### config.mk
export PLATFORM = sky130hd
export DESIGN_NAME = eq_ui_controller
export DESIGN_NICKNAME = d
export VERILOG_FILES = /design/src/rtl/eq_ui_controller.sv
export SDC_FILE = /design/constraint.sdc
export NUM_CORES = 1
export LEC_CHECK = 0
export ABC_AREA = 1
export CAP_MARGIN = 20
export CORE_ASPECT_RATIO = 1.25
export CORE_MARGIN = 2
export CORE_UTILIZATION = 50
export DETAILED_ROUTE_END_ITERATION = 8
export GPL_ROUTABILITY_DRIVEN = 0
export PLACE_DENSITY_LB_ADDON = 0.08
export SLEW_MARGIN = 30
export SYNTH_ARGS = -nofsm -noshare
export SYNTH_HDL_FRONTEND = slang
export SYNTH_SLANG_ARGS = --single-unit
### constraint.sdc
create_clock -name i_clk -period 2.64 [get_ports i_clk]
set_input_delay 0.528 -clock i_clk [delete_from_list [all_inputs] [get_ports i_clk]]
set_output_delay 0.528 -clock i_clk [all_outputs]
set_load 0.03 [all_outputs]
### src/rtl/eq_ui_controller.sv
// eq_ui_controller: pushbutton menu front end holding per-band signed EQ gains.
// Define EQ_UI_AUTOREPEAT_EN to add hold-to-repeat on the up/down keys.
module eq_ui_controller #(
    parameter int NUM_BANDS     = 6,
    parameter int GAIN_MAX      = 12,
    parameter int IDLE_TIMEOUT  = 500_000_000,
    parameter int REPEAT_DELAY  = 25_000_000,
    parameter int REPEAT_PERIOD = 5_000_000
) (
    input  logic                   i_clk,
    input  logic                   i_rst_n,
    input  logic                   i_key_mode,
    input  logic                   i_key_up,
    input  logic                   i_key_down,
    output logic [2:0]             o_state,
    output logic [2:0]             o_band,
    output logic [15:0]            o_gain,
    output logic [8*NUM_BANDS-1:0] o_gains,
    output logic                   o_gain_wr,
    output logic [2:0]             o_wr_band
);
    typedef enum logic [2:0] {S_HOME = 3'd1, S_BAND = 3'd2, S_GAIN = 3'd3} state_t;

    localparam logic [2:0]        LAST_BAND = 3'(NUM_BANDS);
    localparam logic signed [7:0] G_MAX     = 8'(GAIN_MAX);
    localparam logic signed [7:0] G_MIN     = -G_MAX;

    state_t            r_state, w_state_nxt;
    logic [2:0]        r_s1, r_s2, r_prev, r_arm;
    logic [1:0]        r_settle;
    logic [2:0]        r_band, r_wr_band;
    logic              r_gain_wr;
    logic [31:0]       r_idle;
    logic signed [7:0] r_gain [1:NUM_BANDS];
    logic [2:0]        w_ev;
    logic              w_up_req, w_dn_req, w_mode, w_up, w_dn, w_act, w_timeout;
    logic              w_gain_inc, w_gain_dec, w_wr;
    logic signed [7:0] w_cur;

    // Keys are only armed once seen released after reset, so a key held through reset is ignored.
    always_ff @(posedge i_clk or negedge i_rst_n) begin
        if (!i_rst_n) begin
            r_s1     <= '1;
            r_s2     <= '1;
            r_prev   <= '1;
            r_arm    <= '0;
            r_settle <= '0;
        end else begin
            r_s1     <= {i_key_mode, i_key_up, i_key_down};
            r_s2     <= r_s1;
            r_prev   <= r_s2;
            r_settle <= (r_settle == 2'd2) ? r_settle : r_settle + 2'd1;
            r_arm    <= r_arm | ((r_settle == 2'd2) ? r_s2 : 3'b000);
        end
    end

    assign w_ev = r_arm & r_prev & ~r_s2;

`ifdef EQ_UI_AUTOREPEAT_EN
    logic [31:0] r_rep_cnt;
    logic        r_rep_phase;
    logic [1:0]  w_held_keys;
    logic        w_held, w_rep;

    assign w_held_keys = r_arm[1:0] & ~r_s2[1:0];
    assign w_held      = (r_state != S_HOME) && (w_held_keys[1] ^ w_held_keys[0]);
    assign w_rep       = w_held && (r_rep_cnt == (r_rep_phase ? 32'(REPEAT_PERIOD) : 32'(REPEAT_DELAY)));

    always_ff @(posedge i_clk or negedge i_rst_n) begin
        if (!i_rst_n) begin
            r_rep_cnt   <= '0;
            r_rep_phase <= 1'b0;
        end else if (!w_held || w_mode) begin
            r_rep_cnt   <= '0;
            r_rep_phase <= 1'b0;
        end else if (w_rep) begin
            r_rep_cnt   <= 32'd1;
            r_rep_phase <= 1'b1;
        end else begin
            r_rep_cnt   <= r_rep_cnt + 32'd1;
        end
    end

    assign w_up_req = w_ev[1] | (w_rep & w_held_keys[1]);
    assign w_dn_req = w_ev[0] | (w_rep & w_held_keys[0]);
`else
    assign w_up_req = w_ev[1];
    assign w_dn_req = w_ev[0];
`endif

    // Mode wins; simultaneous up and down cancel each other.
    assign w_mode = w_ev[2];
    assign w_up   = ~w_mode & w_up_req & ~w_dn_req;
    assign w_dn   = ~w_mode & w_dn_req & ~w_up_req;
    assign w_act  = |w_ev | w_up_req | w_dn_req;

    assign w_timeout = (IDLE_TIMEOUT != 0) && (r_state != S_HOME) && !w_act &&
                       (r_idle == 32'(IDLE_TIMEOUT - 1));

    always_comb begin
        w_state_nxt = r_state;
        if (w_mode)
            w_state_nxt = (r_state == S_HOME) ? S_BAND : (r_state == S_BAND) ? S_GAIN : S_HOME;
        else if (w_timeout)
            w_state_nxt = S_HOME;
    end

    always_ff @(posedge i_clk or negedge i_rst_n) begin
        if (!i_rst_n) begin
            r_state <= S_HOME;
            r_idle  <= '0;
        end else begin
            r_state <= w_state_nxt;
            r_idle  <= (IDLE_TIMEOUT == 0 || w_act || r_state == S_HOME) ? 32'd0 : r_idle + 32'd1;
        end
    end

    assign w_cur      = r_gain[r_band];
    assign w_gain_inc = (r_state == S_GAIN) && w_up && (w_cur != G_MAX);
    assign w_gain_dec = (r_state == S_GAIN) && w_dn && (w_cur != G_MIN);
    assign w_wr       = w_gain_inc | w_gain_dec;

    always_ff @(posedge i_clk or negedge i_rst_n) begin
        if (!i_rst_n) begin
            r_band    <= 3'd1;
            r_wr_band <= 3'd1;
            r_gain_wr <= 1'b0;
            for (int b = 1; b <= NUM_BANDS; b++) r_gain[b] <= '0;
        end else begin
            r_gain_wr <= w_wr;
            if (w_wr) begin
                r_gain[r_band] <= w_cur + (w_gain_inc ? 8'sd1 : -8'sd1);
                r_wr_band      <= r_band;
            end
            if (r_state == S_BAND && w_up)
                r_band <= (r_band == LAST_BAND) ? 3'd1 : r_band + 3'd1;
            else if (r_state == S_BAND && w_dn)
                r_band <= (r_band == 3'd1) ? LAST_BAND : r_band - 3'd1;
        end
    end

    for (genvar b = 0; b < NUM_BANDS; b++) begin : g_pack
        assign o_gains[8*b +: 8] = r_gain[b+1];
    end

    assign o_state   = r_state;
    assign o_band    = r_band;
    assign o_gain    = {{8{w_cur[7]}}, w_cur};
    assign o_gain_wr = r_gain_wr;
    assign o_wr_band = r_wr_band;
endmodule
Figure 1. Port wiring (run 1).
Scale: 4 px per um.
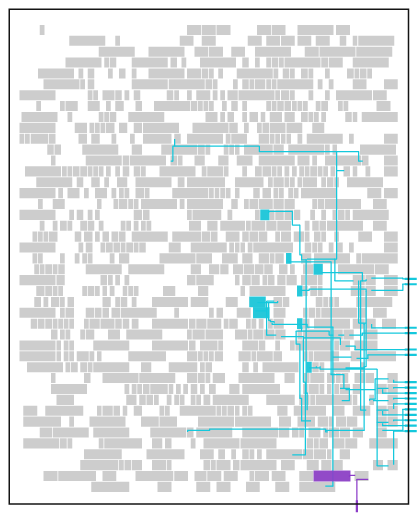
Key: cyan = o_gain [bits 16, direction output, end cells 8, wire 773 um]; purple = o_gain_wr [bits 1, direction output, end cells 1, wire 10.1 um]
Ports: 79
I/O Buffers: 77

Figure 2. Wire density map (run 1).
Scale: 3 px per um. The die is cut into 20 by 25 equal tiles; white is low, dark blue is high, scaled to the fullest tile. Values are wire area over tile area, all layers added.
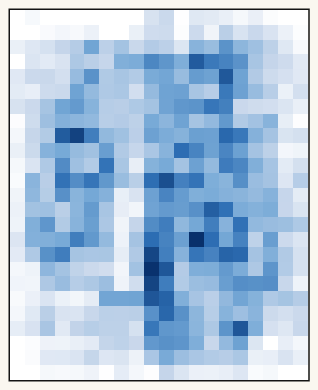
The densest ninth of the die: center. 6.0% of the tiles are nearly empty. The mean over all tiles is 0.20. The emptiest ninth of the die: south-west.
WL/cell: 15.9 um
overall routed net length: 15400 um

==> results_dict.tcl, run 1 <==
# implementation run metrics
set metrics [dict create \
    root_buffer "clkbuf_16" \
    yosys_warnings 0 \
    ys_top_logic_family "simple AND/OR/NAND/NOR gates" \
    rsz0062_at_grt "true" \
    design_area_mm2 0.00736 \
    synth-compound-area-share_pct 9.25 \
    path_max_fanout 16 \
    adder_share_pct 3.65 \
    synth.avg_cell_area_um2 8.10 \
    cts_num_sinks 103 \
    required_ps 2880 \
    p_total_mw 10.5 \
    initCoreUtil_pct 51.4 \
    grt_pass1_wl_um 24400 \
    arrival_ps 3160 \
    synth.distinct_cells 43 \
    period_used_pct 111 \
    ys_sh_mux_pct 0 \
    power_density_mw_per_mm2 1420 \
    die-area_mm2 0.0123 \
    synthesis.area_mm2 0.00569 \
    ys_sh_simple_pct 28.9 \
    ys_cells 703 \
    htree_levels 3 \
    yosysChipArea_mm2 0.00569 \
    areaGrowthSynthToFinish_pct 29.3 \
    fin_ws_ps -284 \
    fin_nets 847 \
    setup_viol 30 \
    grtUsageTotal_pct 25.7 \
    relSlewSlack_pct 55.6 \
    min_path_type "primary input to asynchronous set/reset pin" \
    critPathCaptureType "flip-flop" \
    worstMarginPinSlew_ps 666 \
    fmax_ghz 0.342 \
    syn-num-nets 724 \
    min_period_ps 2920 \
    cts_buffers 9 \
    dieWidth_um 99.4 \
    postRouteAntennaNets 0 \
    skew_ps 7.43 \
    p_leak_nw 3.41 \
    ys.flops 103 \
    cts_max_path_buffers 2 \
    synthFlopType "dfrtp_1" \
    violations "setup timing" \
    maxSlewViolCount 0 \
    vdd_drop_max_uv 995 \
    layout_top_cells "nand2_1, dfrtp_1, inv_1" \
    grt_antenna_before_repair 0 \
    grt_max_degree 51 \
    fin_util_pct 66.4 \
    critical_path_class "flip-flop to flip-flop" \
    status "finished, violations left" \
    cp-start-kind "flip-flop" \
    maxCapViolCount 0 \
    hold_violations 0 \
    ff2ff_path_depth 19 \
    cts.clk_slew.worst_paths_ps 70 \
    layout-drive-gt1-share_pct 21.8 \
    vias_per_cell 5.30 \
    ys_async_sr_fraction_pct 100 \
    grt_overflow 0 \
    edf_count 0 \
    hold_slack_ps 207 \
    rows 43 \
    postSynthSeqShare_pct 45.5 \
    dr.pass1.iters 5 \
    drtIter0Drc 255 \
    postPlaceCellArea_mm2 0.00687 \
    warnings 34 \
    drc 0 \
    vias 5116 \
    dp_slack_ps -331 \
    diodes 0 \
    syn_inst 703 \
    ys_sh_xor_pct 2.00 \
]
Figure 3. Clock network drawn from the DEF (run 1).
Scale: 4 px per um.
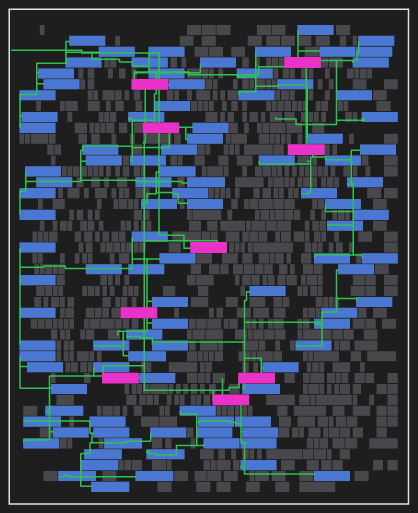
Key: blue = flip-flops [count 103]; green = clock wires [length 1250 um]; magenta = clock-net drivers [count 9]
Position of the flops: spread over the die.
P_clk: 1.27 mW
clock latency on the worst-skew pair: 350 ps
clock power share: 12.2%

Figure 4. Gate-type map (run 1).
Scale: 3 px per um.
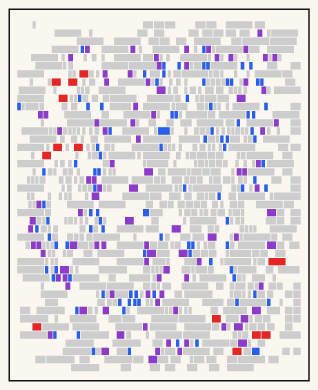
Key: red = xor and xnor cells [cells 13, where spread over the die]; purple = aoi and oai cells [cells 94, where spread over the die]; blue = inv cells [cells 97, where spread over the die]

==> run 1: report_power, final <==
group	internal, mW	switching [mW]
Clock	0.654	0.620
Combinational	2.74	4.10
Sequential	1.97	0.379
==> run 1: metal layers <==
| metal | global-route usage, % | up-vias | share of wire [%] |
|---|---|---|---|
| li1 | - | 2489 | - |
| met1 | 30.0 | 2422 | 39 |
| met2 | 45.9 | 161 | 52 |
| met3 | 4.07 | 44 | 4.4 |
| met4 | 12.6 | 0 | 4.7 |
| met5 | 0 | - | 0 |
==> run 1: synthesized netlist by cell type (all sizes together) (6+ instances only) <==
| master | n | area, um2 |
|---|---|---|
| ha | 15 | 188 |
| xnor2 | 7 | 61.3 |
| dfrtp | 91 | 2280 |
| nand2 | 194 | 815 |
| nor3 | 22 | 115 |
| o21ai | 62 | 333 |
| nor4 | 9 | 56.3 |
| dfstp | 12 | 315 |
| nand3 | 48 | 263 |
| buf | 22 | 226 |
| xor2 | 6 | 52.6 |
| a21oi | 21 | 105 |
| inv | 97 | 367 |
| nand4 | 12 | 75.1 |
| nor2 | 67 | 312 |
==> run 1: critical path, stage by stage (launching register included) <==
cell and delay (ps):
dfstp_2 630, inv_8 80, buf_4 140, nand2_1 50
nand2_1 70, nor2_2 150, nor2_2 70, nand2_2 70
nor2_2 40, nand2_2 130, nand2_8 100, fa_2 350
nand3_1 100, nand2_2 70, a21oi_2 140, nor2_1 70
nor2_2 150, xor2_2 190, buf_12 150, o21ai_1 60
==> run 1: area by class of cell <==
type	instances	area, um2
Fill cell	937	3720
Multi-Input combinational cell	479	2680
Sequential cell	103	2590
Timing Repair Buffer	136	1260
Inverter	97	378
Clock buffer	10	229
Tap cell	135	169
Clock inverter	6	51.3
==> run 1: cells by family (layout without fill, tap and decap cells) <==
family / Yosys count / in the layout
buf+inv: 121 / 249
fa+ha+maj: 16 / 16
compound gates: 95 / 95
other cells: 1 / 1
xor+xnor: 13 / 13
flops: 103 / 103
simple gates: 354 / 354
==> run 1: stage by stage <==
step	cells	TNS (ps)
6_report	966	-5300
5_1_grt	966	-10910
4_1_cts	959	-3720
3_5_place_dp	941	-5440
3_3_place_gp	941	-3510
2_1_floorplan	703	-4610
==> run 1: timing repair <==
item	4_1_cts	5_1_grt
endpoints found under the hold margin	0	0
gates cloned	1	0
buffers inserted	1	7
hold buffers	0	0
pin swaps	2	11
gates resized	7	29
endpoints found under the setup margin	24	45
==> run 1: sequential cells by signal, indices dropped and copies added (netlist names) <==
name and flops:
r_settle 2, r_idle 32, o_wr_band 3, r_s1 3, r_s2 3, o_band 3
o_gains 48, o_gain_wr 1, r_arm 3, o_state 2, r_prev 3
==> run 1: final timing paths <==
path / from / end / slack (ps)
setup / recovery: o_band[0] / o_gains[46] / -280
hold / removal: i_rst_n / o_gain_wr / 210
setup reg to reg: o_band[0] / o_gains[46] / -280
hold reg to reg: r_s1[2] / r_s2[2] / 360
max in group asynchronous: i_rst_n / o_band[0] / 1760
min in group i_clk: r_s1[2] / r_s2[2] / 360
Figure 5. Track usage over the die (run 1).
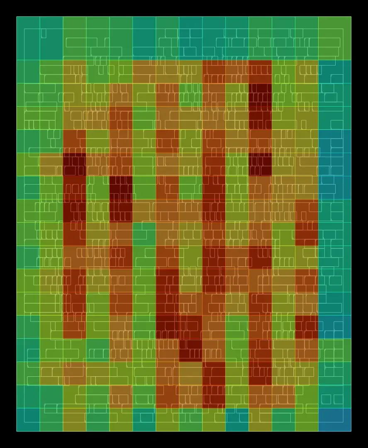

==> run 2, diff against run 1 <==
Settings changed: CORE_UTILIZATION 50 to 60, REMOVE_ABC_BUFFERS from default to 1, SETUP_SLACK_MARGIN from default to 0.2.
Clock period 2.64 ns to 3.6 ns, I/O delays scaled along.
Figure 6. Track usage over the die (run 2).
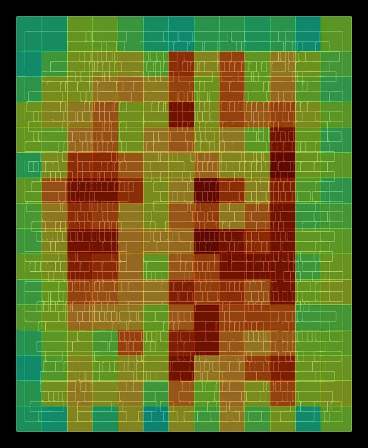
GR Util met2: 49.0%
GRT met1 Usage: 31.6%

==> run 2 against run 1 <==
Against the previous run:
- the flow now finishes without violations
- setup slack improved by 660 ps
- clock power shrank 25%
- critical path depth did not move
- highest routed layer unchanged
==> results_dict.tcl, run 2 <==
# implementation run metrics
set metrics [dict create \
    status "finished clean" \
    yosysChipArea_mm2 0.00569 \
    grt_antenna_before_repair 0 \
    rows 39 \
    vdd_drop_max_uv 413 \
    maxCapViolCount 0 \
    ys.flops 103 \
    finalSetupTns_ps 0 \
    synth.most_common_cell "nand2_1" \
    cp-start-kind "flip-flop" \
    worstMarginPinSlew_ps 782 \
    grt_pass1_wl_um 22700 \
    arrival_ps 3440 \
    fin_nets 800 \
    initCoreUtil_pct 62.1 \
    ys_cells 703 \
    ff2ff_path_depth 19 \
    dpl.cell_count 885 \
    skew_ps 11.0 \
    required_ps 3810 \
    fmax_ghz 0.310 \
    min_period_ps 3230 \
    layout_top_cells "nand2_1, inv_1, dfrtp_1" \
    grtUsageTotal_pct 27.6 \
    routed_wl_um 13900 \
    die_h_um 113 \
    root_buffer "clkbuf_16" \
    layout-drive-gt1-share_pct 11.4 \
    synth.avg_cell_area_um2 8.10 \
    min_path_type "flip-flop to flip-flop" \
    yosys_warnings 0 \
    syn_inst 703 \
    synthesis.area_mm2 0.00569 \
    largest_area_cell "dfrtp_1" \
    fillers 696 \
    ys_sh_xor_pct 2.00 \
    ys_sh_mux_pct 0 \
    cts_num_sinks 103 \
    grt_overflow 0 \
    grt_max_degree 104 \
    top_cells_by_area "dfrtp_1, nand2_1, inv_1" \
    largest_reg_flops 48 \
    clkLatencyLatePin_ps 360 \
    flop_area_mm2 0.00259 \
    p_leak_nw 3.15 \
    dr.pass1.iters 5 \
    ys_top_logic_family "simple AND/OR/NAND/NOR gates" \
    setup_viol 0 \
    reg2reg_slack_ps 370 \
    maxSlewViolCount 0 \
    relSlewSlack_pct 47.4 \
    areaGrowthSynthToFinish_pct 20.6 \
    htree_levels 3 \
    synth-compound-area-share_pct 9.25 \
    common_cells "nand2_1, inv_1, dfrtp_1" \
    adder_share_pct 3.65 \
    period_used_pct 89.7 \
    fin_util_pct 74.8 \
    die-area_mm2 0.0103 \
    design_area_mm2 0.00687 \
    ys_async_sr_fraction_pct 100 \
    p_total_mw 6.56 \
    path_max_fanout 15 \
    io_pins 79 \
    rsz0062_at_grt "false" \
    critPathCaptureType "flip-flop" \
    wl_per_cell_um 15.3 \
    ctsHoldBuffers 0 \
    power_density_mw_per_mm2 956 \
    yosysTopAreaCellShare_pct 40.0 \
    drc 0 \
    io_buffers 77 \
    postRouteAntennaNets 0 \
    ys_sh_simple_pct 28.9 \
    cts_max_path_buffers 2 \
]
Figure 7. Gate-type map (run 2).
Scale: 3 px per um.
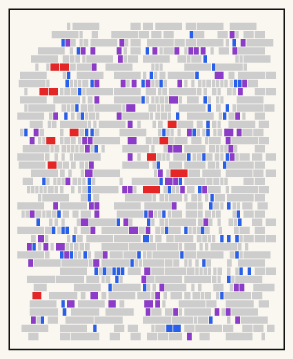
Key: purple = aoi and oai cells [cells 94, where spread over the die]; red = xor and xnor cells [cells 13]; blue = inv cells [cells 97]
logic share of the area: 37.1%
final std cells w/o fill: 907
Top cell excl fill/tap: nand2_1

-- run 2: cell counts after synthesis --
Identical to the previous run, type by type.
-- run 2: worst paths after layout --
path | startpoint | endpoint
min in group asynchronous | i_rst_n | o_gains[21]
hold / removal | r_s1[1] | r_s2[1]
max in group asynchronous | i_rst_n | o_gains[36]
setup / recovery | o_band[0] | o_gains[38]
setup reg to reg | o_band[0] | o_gains[38]
hold reg to reg | r_s1[1] | r_s2[1]
-- run 2: metrics by stage --
step | setup WS [ps] | hold WS (ps)
5_1_grt | 122 | 363
4_1_cts | 241 | 360
6_report | 371 | 358
3_3_place_gp | 275 | 346
2_1_floorplan | 110 | 345
3_5_place_dp | 156 | 349
-- run 2: worst max-delay path, stage by stage (launching register included) --
cell	delay [ps]
dfstp_2	590
inv_4	100
buf_4	160
nand2_1	60
nand2_1	50
nand2_1	80
nand3_1	90
nor2_2	130
nand2_1	110
nor2_2	110
nand2_2	120
nand2_8	110
ha_1	280
a21oi_1	180
nand2_1	110
a21oi_1	130
nor2_1	50
nor2_1	160
xor2_2	290
o21ai_0	160
-- run 2: cell families after synthesis --
logic type,count (synthesis)
DFF,103
and+or+nand+nor,354
xor gates and xnor gates,13
AOI/OAI and AO/OA,95
adders and majority gates,16
buffers and inverters,121
other,1
-- run 2: area by class of cell --
type                    count  area share (%)
flip-flops and latches    103            37.8
multi-input cells         479            37.1
repair buffers             89            13.2
inverters                  97            5.43
clock buffers              10            3.48
well taps                 123            2.24
clock inverters             6           0.765
-- run 2: routing by layer --
layer  up-vias  track usage (%)  wire (um)
met5         -                0          0
met4         0             14.8        586
met3        52             4.73        800
met2       198             49.0       7250
met1      2395             31.6       5260
li1       2403                -          -
-- run 2: where the power goes --
part / internal, mW / switching [mW]
Sequential: 1.44 / 0.271
Combinational: 1.38 / 2.51
Clock: 0.499 / 0.454
-- run 2: timing repair --
| action | CTS | global route |
|---|---|---|
| pin swaps | 1 | 1 |
| setup buffers | 1 | 5 |
| setup endpoints to repair | 16 | 23 |
| resized | 2 | 16 |
Power is estimated from default activity; no workload was simulated.
